--- src/rtl/reg_file.sv ---
// -----------------------------------------------------------------------------
// reg_file
//
// Integer register file for the single-cycle RISC-V datapath. Two combinational
// read ports feed the ALU operands; one synchronous write port takes the
// write-back result. x0 is hard-wired to zero.
//
// Extras:
//   * Optional write-to-read bypass (BYPASS=1): a write presented this cycle is
//     forwarded to any read port addressing the same non-zero register.
//   * Background bulk-clear engine: a one-cycle clr_req zeroes x1..x(NREGS-1),
//     one register per clock, while busy is high. Writes are silently dropped
//     and bypass is disabled during the clear.
//
// Parameters:
//   XLEN    data width of each register
//   NREGS   number of architectural registers (must equal 2**ADDR_W)
//   ADDR_W  register address width
//   BYPASS  1 = forward same-cycle write data to read ports, 0 = storage only
//
// Ports:
//   clk      system clock, all state updates on the rising edge
//   rst      asynchronous, active-high reset
//   raddr1   read port 1 address (operand_a)
//   raddr2   read port 2 address (operand_b)
//   rdata1   read port 1 data
//   rdata2   read port 2 data
//   wr_en    write enable
//   waddr    write address
//   wdata    write data
//   clr_req  single-cycle request to zero all registers
//   busy     clear engine active; writes are dropped while high
// -----------------------------------------------------------------------------
module reg_file #(
    parameter int XLEN   = 32,
    parameter int NREGS  = 32,
    parameter int ADDR_W = 5,
    parameter bit BYPASS = 1'b1
) (
    input  logic              clk,
    input  logic              rst,
    input  logic [ADDR_W-1:0] raddr1,
    input  logic [ADDR_W-1:0] raddr2,
    output logic [XLEN-1:0]   rdata1,
    output logic [XLEN-1:0]   rdata2,
    input  logic              wr_en,
    input  logic [ADDR_W-1:0] waddr,
    input  logic [XLEN-1:0]   wdata,
    input  logic              clr_req,
    output logic              busy
);

    typedef enum logic [0:0] {
        IDLE  = 1'b0,
        CLEAR = 1'b1
    } state_t;

    // Index of the last register; the clear engine exits after zeroing it.
    localparam logic [ADDR_W-1:0] LAST_IDX = ADDR_W'(NREGS - 1);

    state_t            state;
    logic [ADDR_W-1:0] cnt;
    logic [XLEN-1:0]   regs [NREGS];

    // A write is committed only in IDLE and never to x0.
    logic write_ok;
    assign write_ok = (state == IDLE) && wr_en && (waddr != '0);

    // -------------------------------------------------------------------------
    // State, clear engine and storage
    // -------------------------------------------------------------------------
    // NOTE: the register array is reset explicitly because the architecture
    // requires every register to read 0 straight out of reset; this makes the
    // storage flops rather than an inferable RAM macro.
    always_ff @(posedge clk or posedge rst) begin
        if (rst) begin
            for (int i = 0; i < NREGS; i++) begin
                regs[i] <= '0;
            end
            state <= IDLE;
            cnt   <= '0;
            busy  <= 1'b0;
        end else begin
            // NOTE: non-blocking assignments keep every flop sampling the
            // pre-edge values, so the order of statements here is irrelevant.
            case (state)
                IDLE: begin
                    // A write in the same cycle as clr_req still lands; it is
                    // then zeroed when the engine reaches that index.
                    if (write_ok) begin
                        regs[waddr] <= wdata;
                    end
                    if (clr_req) begin
                        state <= CLEAR;
                        cnt   <= ADDR_W'(1);  // x0 is already zero
                        busy  <= 1'b1;
                    end
                end

                CLEAR: begin
                    // wr_en and clr_req are ignored in this state.
                    regs[cnt] <= '0;
                    if (cnt == LAST_IDX) begin
                        state <= IDLE;
                        cnt   <= '0;
                        busy  <= 1'b0;
                    end else begin
                        cnt <= cnt + ADDR_W'(1);
                    end
                end

                default: begin
                    state <= IDLE;
                    cnt   <= '0;
                    busy  <= 1'b0;
                end
            endcase
        end
    end

    // -------------------------------------------------------------------------
    // Combinational read ports
    // -------------------------------------------------------------------------
    // Forward only what would actually be written this edge; write_ok already
    // excludes x0 and the CLEAR state.
    function automatic logic [XLEN-1:0] read_port(input logic [ADDR_W-1:0] addr);
        logic [XLEN-1:0] value;
        if (addr == '0) begin
            value = '0;
        end else if (BYPASS && write_ok && (waddr == addr)) begin
            value = wdata;
        end else begin
            value = regs[addr];
        end
        return value;
    endfunction

    // NOTE: each output gets a value on every path through this block, so no
    // latch is inferred.
    always_comb begin
        rdata1 = read_port(raddr1);
        rdata2 = read_port(raddr2);
    end

endmodule

--- config.mk ---
export PLATFORM = sky130hd
export DESIGN_NAME = reg_file
export DESIGN_NICKNAME = d
export VERILOG_FILES = /design/src/rtl/reg_file.sv
export SDC_FILE = /design/constraint.sdc
export NUM_CORES = 2
export LEC_CHECK = 0
export ABC_AREA = 1
export CAP_MARGIN = 20
export CORE_UTILIZATION = 30
export DETAILED_ROUTE_END_ITERATION = 8
export MAX_ROUTING_LAYER = met4
export SLEW_MARGIN = 40
export SYNTH_ARGS = -nofsm -noshare
export SYNTH_HDL_FRONTEND = slang
export SYNTH_SLANG_ARGS = --single-unit
--- constraint.sdc ---
create_clock -name clk -period 38.7 [get_ports clk]
set_input_delay 7.74 -clock clk [delete_from_list [all_inputs] [get_ports clk]]
set_output_delay 7.74 -clock clk [all_outputs]
set_load 0.02 [all_outputs]
==> flow_metrics.py <==
# Metrics from the implementation run
metrics = {
    "cells_and_area": {
        "regMostFlops": "regs",
        "final_common_cell": "nand2_1",
        "syn2layout_area_growth_pct": 12.0,
        "dominant_cells": "flip-flops and latches",
        "comb_area_mm2": 0.0257,
        "comb-cell-share_pct": 39.4,
        "reg.largest.list": "regs (1024), cnt (5)",
        "signal_buffers": 267,
        "fillers": 20219,
        "nonClkBufAreaFrac_pct": 3.97,
        "largest_reg_flops": 1024,
        "mostFrequentLayoutCells": "2006 x nand2_1, 1606 x nand3_1, 1098 x inv_1",
        "num_antenna_cells": 15,
        "final_cells": 10414,
        "flop-count": 1031,
        "logic_gates": 5252,
    },
    "worst_hold_path": {
        "hold_start": "regs[1013]",
        "hold_depth": 2,
        "whs_endpoint": "regs[1013]",
        "worstHoldPathType": "reg2reg",
    },
    "final_timing": {
        "fin_ws_ps": 18790,
        "tightest_slew_ps": 1110,
    },
    "pwr": {
        "pwr_density_cell_mw_per_mm2": 50.8,
        "switching_share_pct": 35.4,
        "p_comb_share_pct": 26.6,
        "p_comb_uw": 883,
        "power.group.top": "sequential cells",
        "leakagePower_nw": 32.4,
    },
    "synthesis": {
        "yosysCellCount": 8154,
        "mux_share_pct": 0,
        "synth_warnings": 0,
        "async_flop_share_pct": 100,
        "syn-cell-area_mm2": 0.0584,
        "aoi_share_pct": 15.2,
        "synthTopLogicFamily": "simple AND/OR/NAND/NOR gates",
        "synthXorXnorAreaFrac_pct": 0.135,
        "ys_sh_adder_pct": 0.107,
        "edf_count": 0,
    },
    "clock_tree": {
        "cts_tree": "built",
        "root_buffer": "clkbuf_16",
        "cts_resized": 0,
        "post_cts_buffers": 0,
        "insertion_delay_ps": 800,
        "numCtsBuffers": 110,
        "cts.sinks": 1031,
    },
    "floorplanning": {
        "chipArea_mm2": 0.196,
        "num_rows": 161,
        "fp-utilization_pct": 30.3,
        "tapCellCount": 2526,
        "core_mm2": 0.193,
    },
    "worst_setup_path": {
        "cp-endpoint": "rdata1[7]",
        "path_cells": "buf_8 > inv_12 > buf_4 > nand2_1 > nand4_1 > nor3_4 > nand2_2 > buf_4 > o21ai_0 > a21oi_1 > clkdlybuf4s50_1",
        "reg2regPathDepth": 10,
        "reg2reg_from": "state",
        "crit_slowest_cell": "buf_4",
        "crit_path_end_kind": "output pin",
        "critPathMaxStageDelay_ps": 810,
        "cp.buffers_inverters": 5,
        "worst_r2r_endpoint": "regs[122]",
        "crit_type": "in2out",
        "cpLargestDelayFamily": "buffers and inverters",
    },
    "grt": {
        "first_global_vias": 59019,
        "grt_pass1_wl_mm": 403,
    },
    "status": {
        "status": "finished clean",
    },
    "placement": {
        "dp_slack_ps": 19210,
        "place_inst": 10197,
    },
    "routing": {
        "drt_iter0_markers": 9259,
        "wl_met3_mm": 34.0,
        "drcViolationCount": 0,
        "ant_nets": 0,
        "dr.pass1.iters": 7,
    },
}
### Wiring by layer

Scale: 1 px per µm.
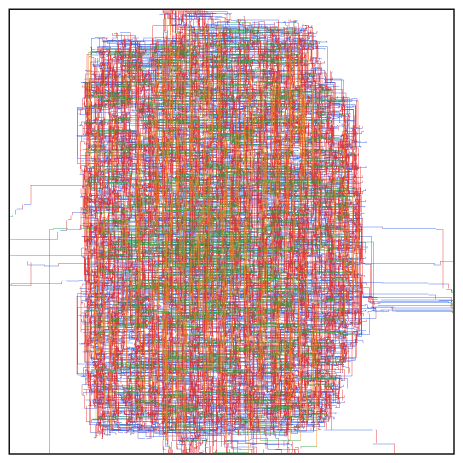
Red marks met2, wire length 118 mm. Blue marks met1, wire length 101 mm. Orange marks met4, wire length 24.7 mm. Green marks met3, wire length 34.0 mm.
drt wl/cell: 26.7 µm
aggregate routed wire length: 278 mm
Vias: 62266

### Met3 routing

Scale: 1 px per µm.
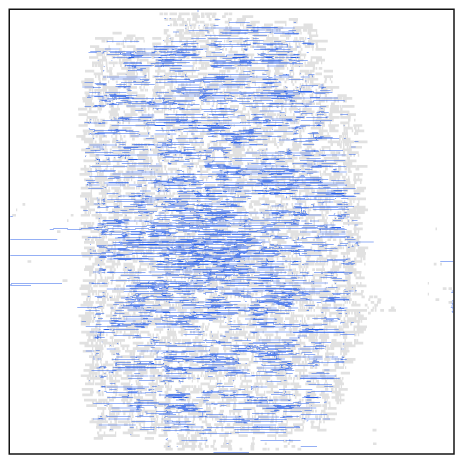
671 nets have wire on it. The wires run mostly horizontal.
grt met3 use: 6.54%

No activity file was given, so power comes from the tool's default toggle rates.
